### Sequential cells grouped by signal name

Drawn at 3 px/µm. Other sequential cells in the stronger gray, the rest of the logic in the fainter gray.
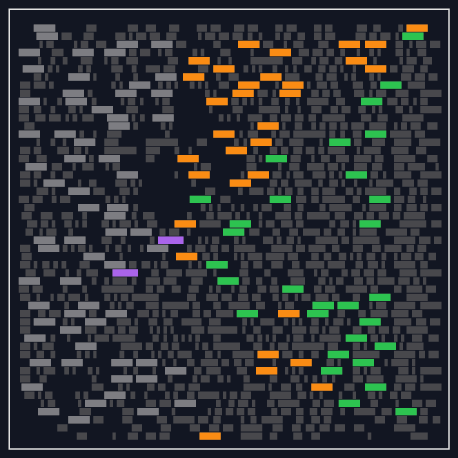
### Gate-type map

Drawn at 3 px/µm.
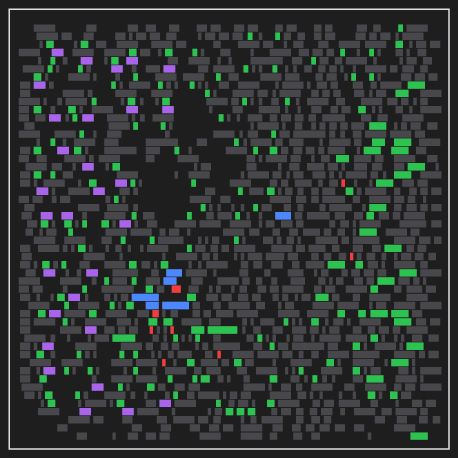
### Routing congestion

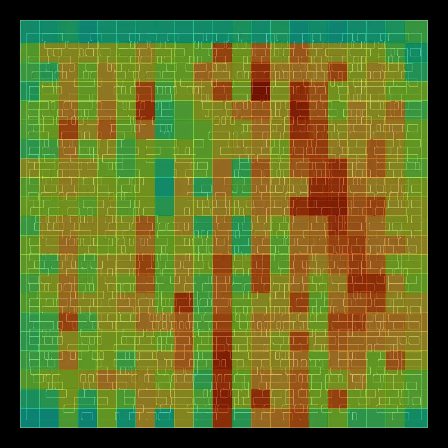
### Close-up of the layout

Window x 53 to 93, y 82 to 122 µm. Cells in gray, sequential cells in the stronger gray; small squares are vias.
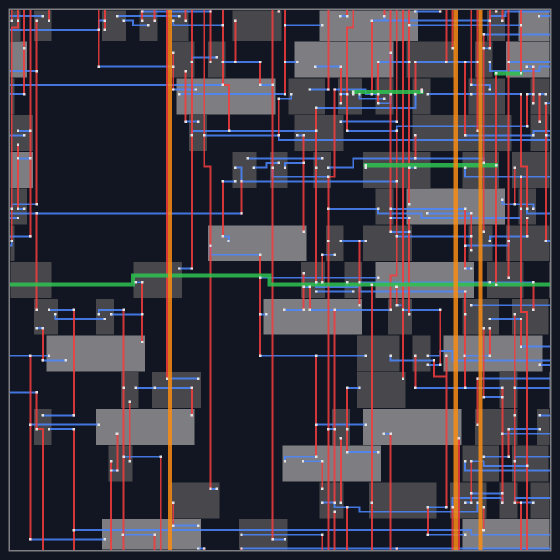
`src/rtl/fetch_pkg.sv`:
```
// Shared types and constants for the instruction-fetch stage.
package fetch_pkg;

  // Bubble encoding: addi x0, x0, 0.
  localparam logic [31:0] NOP_INSTR = 32'h0000_0013;

  // Sequential PC increment in bytes.
  localparam int unsigned PC_STEP = 4;

  // Fetch controller states.
  //   FETCH : issue a request for the current PC
  //   WAIT  : request outstanding, waiting for the response
  //   HOLD  : response captured while the pipeline is stalled
  //   DROP  : request outstanding but already squashed by a redirect
  typedef enum logic [1:0] {
    FETCH = 2'd0,
    WAIT  = 2'd1,
    HOLD  = 2'd2,
    DROP  = 2'd3
  } state_e;

endpackage

```
`src/rtl/fetch_stage_ifid_reg.sv`:
```
// IF/ID pipeline register: flush inserts a bubble, stall holds, load captures
// a new instruction, and an idle cycle with nothing to load also bubbles.
module ifid_reg #(
  parameter int              XLEN      = 32,
  parameter logic [XLEN-1:0] NOP_INSTR = XLEN'(fetch_pkg::NOP_INSTR)
) (
  input  logic            clk,
  input  logic            reset,
  input  logic            flush,
  input  logic            stall,
  input  logic            load,
  input  logic [XLEN-1:0] load_pc,
  input  logic [XLEN-1:0] load_instr,
  output logic            ifid_valid,
  output logic [XLEN-1:0] ifid_pc,
  output logic [XLEN-1:0] ifid_pc_plus4,
  output logic [XLEN-1:0] ifid_instr
);
  import fetch_pkg::*;

  logic            valid_q, valid_d;
  logic [XLEN-1:0] pc_q, pc_d;
  logic [XLEN-1:0] pc_plus4_q, pc_plus4_d;
  logic [XLEN-1:0] instr_q, instr_d;

  // Next IF/ID contents: flush beats stall, stall beats load.
  always_comb begin
    // NOTE: every signal assigned here gets a default first so no path leaves it unassigned (no latch).
    valid_d    = valid_q;
    pc_d       = pc_q;
    pc_plus4_d = pc_plus4_q;
    instr_d    = instr_q;
    if (flush) begin
      valid_d = 1'b0;
      instr_d = NOP_INSTR;
    end else if (stall) begin
      // hold every field
    end else if (load) begin
      valid_d    = 1'b1;
      pc_d       = load_pc;
      pc_plus4_d = load_pc + XLEN'(PC_STEP);
      instr_d    = load_instr;
    end else begin
      // pc fields keep stale values; only valid/instr matter for a bubble
      valid_d = 1'b0;
      instr_d = NOP_INSTR;
    end
  end

  // IF/ID state register with synchronous reset.
  always_ff @(posedge clk) begin
    // NOTE: state registers use non-blocking assignment so every flop samples pre-edge values.
    if (reset) begin
      valid_q    <= 1'b0;
      pc_q       <= '0;
      pc_plus4_q <= XLEN'(PC_STEP);
      instr_q    <= NOP_INSTR;
    end else begin
      valid_q    <= valid_d;
      pc_q       <= pc_d;
      pc_plus4_q <= pc_plus4_d;
      instr_q    <= instr_d;
    end
  end

  assign ifid_valid    = valid_q;
  assign ifid_pc       = pc_q;
  assign ifid_pc_plus4 = pc_plus4_q;
  assign ifid_instr    = instr_q;

endmodule

```
`src/rtl/fetch_stage.sv`:
```
// Instruction-fetch controller: one outstanding imem request, next-PC select
// for program_counter, and the IF/ID register fill with stall/redirect.
module fetch_stage #(
  parameter int              XLEN      = 32,
  parameter logic [XLEN-1:0] NOP_INSTR = XLEN'(fetch_pkg::NOP_INSTR)
) (
  input  logic            clk,
  input  logic            reset,
  input  logic [XLEN-1:0] pc,
  output logic            pc_en,
  output logic [XLEN-1:0] pc_update,
  output logic            imem_req,
  output logic [XLEN-1:0] imem_addr,
  input  logic            imem_valid,
  input  logic [XLEN-1:0] imem_rdata,
  input  logic            stall,
  input  logic            redirect,
  input  logic [XLEN-1:0] redirect_target,
  output logic            ifid_valid,
  output logic [XLEN-1:0] ifid_pc,
  output logic [XLEN-1:0] ifid_pc_plus4,
  output logic [XLEN-1:0] ifid_instr
);
  import fetch_pkg::*;

  // Clears the two byte-offset bits so program_counter always gets a word address.
  localparam logic [XLEN-1:0] ALIGN_MASK = ~XLEN'(3);

  state_e          state_q, state_d;
  logic [XLEN-1:0] hold_q, hold_d;

  logic            req_c, en_c, load_c;
  logic [XLEN-1:0] upd_c, load_instr_c;
  logic [XLEN-1:0] seq_pc, tgt_pc;

  assign seq_pc = (pc + XLEN'(PC_STEP)) & ALIGN_MASK;  // wraps mod 2^XLEN
  assign tgt_pc = redirect_target & ALIGN_MASK;

  // Next-state, request and next-PC selection; redirect outranks stall everywhere.
  always_comb begin
    state_d      = state_q;
    hold_d       = hold_q;
    req_c        = 1'b0;
    en_c         = 1'b0;
    upd_c        = '0;
    load_c       = 1'b0;
    load_instr_c = imem_rdata;
    case (state_q)
      FETCH: begin
        if (redirect) begin
          en_c  = 1'b1;
          upd_c = tgt_pc;
        end else begin
          req_c   = 1'b1;
          state_d = WAIT;
        end
      end
      WAIT: begin
        if (redirect) begin
          en_c    = 1'b1;
          upd_c   = tgt_pc;
          // a response still in flight must be swallowed before fetching again
          state_d = imem_valid ? FETCH : DROP;
        end else if (imem_valid && !stall) begin
          load_c  = 1'b1;
          en_c    = 1'b1;
          upd_c   = seq_pc;
          state_d = FETCH;
        end else if (imem_valid) begin
          hold_d  = imem_rdata;
          state_d = HOLD;
        end
      end
      HOLD: begin
        if (redirect) begin
          en_c    = 1'b1;
          upd_c   = tgt_pc;
          hold_d  = '0;
          state_d = FETCH;
        end else if (!stall) begin
          load_c       = 1'b1;
          load_instr_c = hold_q;
          en_c         = 1'b1;
          upd_c        = seq_pc;
          state_d      = FETCH;
        end
      end
      DROP: begin
        // latest redirect target wins; leaving DROP depends only on the response
        if (redirect) begin
          en_c  = 1'b1;
          upd_c = tgt_pc;
        end
        if (imem_valid) state_d = FETCH;
      end
      default: state_d = FETCH;
    endcase
  end

  // FSM state and hold buffer with synchronous reset.
  always_ff @(posedge clk) begin
    if (reset) begin
      state_q <= FETCH;
      hold_q  <= '0;
    end else begin
      state_q <= state_d;
      hold_q  <= hold_d;
    end
  end

  // Strobes are combinational but suppressed while reset is held.
  assign imem_req  = req_c & ~reset;
  assign imem_addr = pc;
  assign pc_en     = en_c & ~reset;
  assign pc_update = reset ? '0 : upd_c;

  ifid_reg #(
    .XLEN      (XLEN),
    .NOP_INSTR (NOP_INSTR)
  ) u_ifid_reg (
    .clk           (clk),
    .reset         (reset),
    .flush         (redirect),
    .stall         (stall),
    .load          (load_c),
    .load_pc       (pc),
    .load_instr    (load_instr_c),
    .ifid_valid    (ifid_valid),
    .ifid_pc       (ifid_pc),
    .ifid_pc_plus4 (ifid_pc_plus4),
    .ifid_instr    (ifid_instr)
  );

endmodule

```
`config.mk`:
```
export PLATFORM = sky130hd
export DESIGN_NAME = fetch_stage
export DESIGN_NICKNAME = d
export VERILOG_FILES = /design/src/rtl/fetch_pkg.sv /design/src/rtl/fetch_stage_ifid_reg.sv /design/src/rtl/fetch_stage.sv
export SDC_FILE = /design/constraint.sdc
export NUM_CORES = 1
export LEC_CHECK = 0
export CELL_PAD_IN_SITES_DETAIL_PLACEMENT = 1
export CELL_PAD_IN_SITES_GLOBAL_PLACEMENT = 1
export CORE_MARGIN = 2
export CORE_UTILIZATION = 31
export CTS_BUF_LIST = sky130_fd_sc_hd__clkbuf_8
export CTS_CLUSTER_DIAMETER = 60
export DETAILED_ROUTE_END_ITERATION = 12
export PLACE_DENSITY_LB_ADDON = 0.08
export SKIP_LAST_GASP = 1
export SYNTH_ARGS = -nofsm -noshare
export SYNTH_HDL_FRONTEND = slang
export SYNTH_SLANG_ARGS = --single-unit
```
`constraint.sdc`:
```
create_clock -name clk -period 2.5 [get_ports clk]
set_input_delay 0.375 -clock clk [delete_from_list [all_inputs] [get_ports clk]]
set_output_delay 0.375 -clock clk [all_outputs]
set_load 0.05 [all_outputs]
```
==> results.toml <==
# implementation run metrics
[outcome]
status = "complete, but fails checks"
violations = "negative setup slack"

[route]
ant_nets = 0
drt_pass1_iterations = 4
via_count = 6812

[cells_and_area]
clk_share_pct = 4.392
nClkBuffers = 17

[timing]
fin_ws_ns = -0.1533
setup_violations = 24
whs_ns = 0.3291
slew_violations = 0

[global_routing]
grt_pass1_wl_mm = 40.20
antenna_found_initial = 0

[power_and_ir_drop]
p_total_uw = 5729

[synth]
numSynthFlops = 129
yosysSeqAreaShare_pct = 41.26

[die]
core_area_um2 = 19650

[setup_path]
rr_startpoint = "state_q[1]"
crit_path_max_fanout = 5
worstPathRequired_ns = 2.12
endpoint_kind = "primary output"
Back to the opening pictures, 'Sequential cells grouped by signal name':
- state_q: purple (flops 2)
- u_ifid_reg.ifid_pc_plus4: green (flops 30)
- u_ifid_reg.ifid_pc: orange (flops 32)

Back to the opening pictures, 'Gate-type map':
- inverters: red (cells 8)
- multiplexers: purple (cells 29)
- adder and majority cells: blue (cells 6)
- inverting AOI/OAI gates: green (cells 164; where all over the die)

Back to the opening pictures, 'Routing congestion':
post-layout util: 55.95%
busiest layer in global routing: met2
met2 global-route usage: 41.53%
GR Util All Layers: 23.86%
post-DR wirelength/cell: 19.82 µm

Back to the opening pictures, 'Close-up of the layout':
- met1: blue
- met4: orange
- met2: red
- met3: green
- most frequent: nand2_1 (22), dfxtp_1 (14)
- cells with their middle in the window: 76
- sequential cells in the window: 14
- netlist names of flops here include: u_ifid_reg.ifid_pc (11), u_ifid_reg.ifid_pc_plus4 (3)

-- cells by family (layout without fill, tap and decap cells) --
logic type	count (synthesis)	count (layout)	synth area share (%)
other cells	1	2	0.05991
flops	129	129	41.26
buf+inv	103	407	8.755
simple gates	316	316	22.81
compound gates	168	168	16.79
xor+xnor	28	28	3.918
fa+ha+maj	6	6	1.199
mux	29	29	5.217
-- worst min-delay path by stage --
stage | from | endpoint | slack, ns
final | reset | hold_q[10] | 0.33
after global routing | reset | hold_q[10] | 0.30
after CTS | reset | hold_q[4] | 0.28
after detailed placement | hold_q[26] | hold_q[26] | 0.44
after global placement | hold_q[3] | hold_q[3] | 0.44
after floorplan | hold_q[10] | hold_q[10] | 0.43
-- Yosys cell counts, types with 2 or more instances --
| cell | instances | share of area, % |
|---|---|---|
| a211oi_1 | 22 | 2.6 |
| a211oi_2 | 4 | 0.80 |
| a21oi_1 | 74 | 5.9 |
| a22o_1 | 2 | 0.28 |
| a22oi_1 | 35 | 4.2 |
| and2_1 | 6 | 0.60 |
| and3_1 | 2 | 0.20 |
| and4_1 | 5 | 0.70 |
| buf_1 | 2 | 0.12 |
| buf_2 | 15 | 1.2 |
| buf_4 | 36 | 4.3 |
| clkbuf_1 | 41 | 2.5 |
| dfxtp_1 | 129 | 41 |
| ha_1 | 6 | 1.2 |
| inv_1 | 8 | 0.48 |
| mux2_2 | 29 | 5.2 |
| nand2_1 | 146 | 8.8 |
| nand3_1 | 37 | 3.0 |
| nand4_1 | 9 | 0.90 |
| nor2_1 | 76 | 4.6 |
| nor2b_1 | 4 | 0.40 |
| nor3_1 | 11 | 0.88 |
| nor3_2 | 2 | 0.32 |
| nor3b_1 | 2 | 0.24 |
| nor4_1 | 7 | 0.70 |
| o21ai_0 | 23 | 1.8 |
| or2_2 | 2 | 0.20 |
| xnor2_1 | 24 | 3.4 |
| xor2_1 | 4 | 0.56 |
-- critical path, cell delays in order --
cell and delay, ns:
clkdlybuf4s50_1 0.50, and4_4 0.28, nand3_2 0.20, buf_4 0.21, nor3_1 0.19, xnor2_1 0.17, o21ai_4 0.20, buf_12 0.15
-- state kept, by name, indices dropped and copies added, names as in the netlist --
signal / count
state_q: 2
u_ifid_reg.ifid_valid: 1
hold_q: 32
u_ifid_reg.ifid_pc_plus4: 30
u_ifid_reg.ifid_instr: 32
u_ifid_reg.ifid_pc: 32
-- layout by cell type (no fill, tap or decap), drive strengths merged, types with 26 or more instances in the layout --
cell type,synthesis,final
buf,54,167
nand3,38,38
dfxtp,129,129
nor2,76,76
clkdlybuf4s50,0,183
a22oi,35,35
a21oi,74,74
mux2,29,29
a211oi,26,26
nand2,146,146
-- per-layer routing --
layer	GRT usage, %	routed length [µm]	up-vias
met5	0	0	-
met4	7.233	580	0
met3	6.688	1631	31
met2	41.53	13690	218
met1	28.65	10850	3327
li1	-	-	3236
-- through the flow --
stage,cells,instance area (µm²)
finish,1350,11000
global placement,1305,9811
detailed placement,1305,9811
global route,1350,11000
floorplan,781,6302
CTS,1345,10640
-- repair_timing --
action / 4_1_cts / 5_1_grt
cloned: 2 / 4
buffers inserted: 7 / 3
pin swaps: 24 / 23
endpoints found under the setup margin: 30 / 30
gates resized: 85 / 45
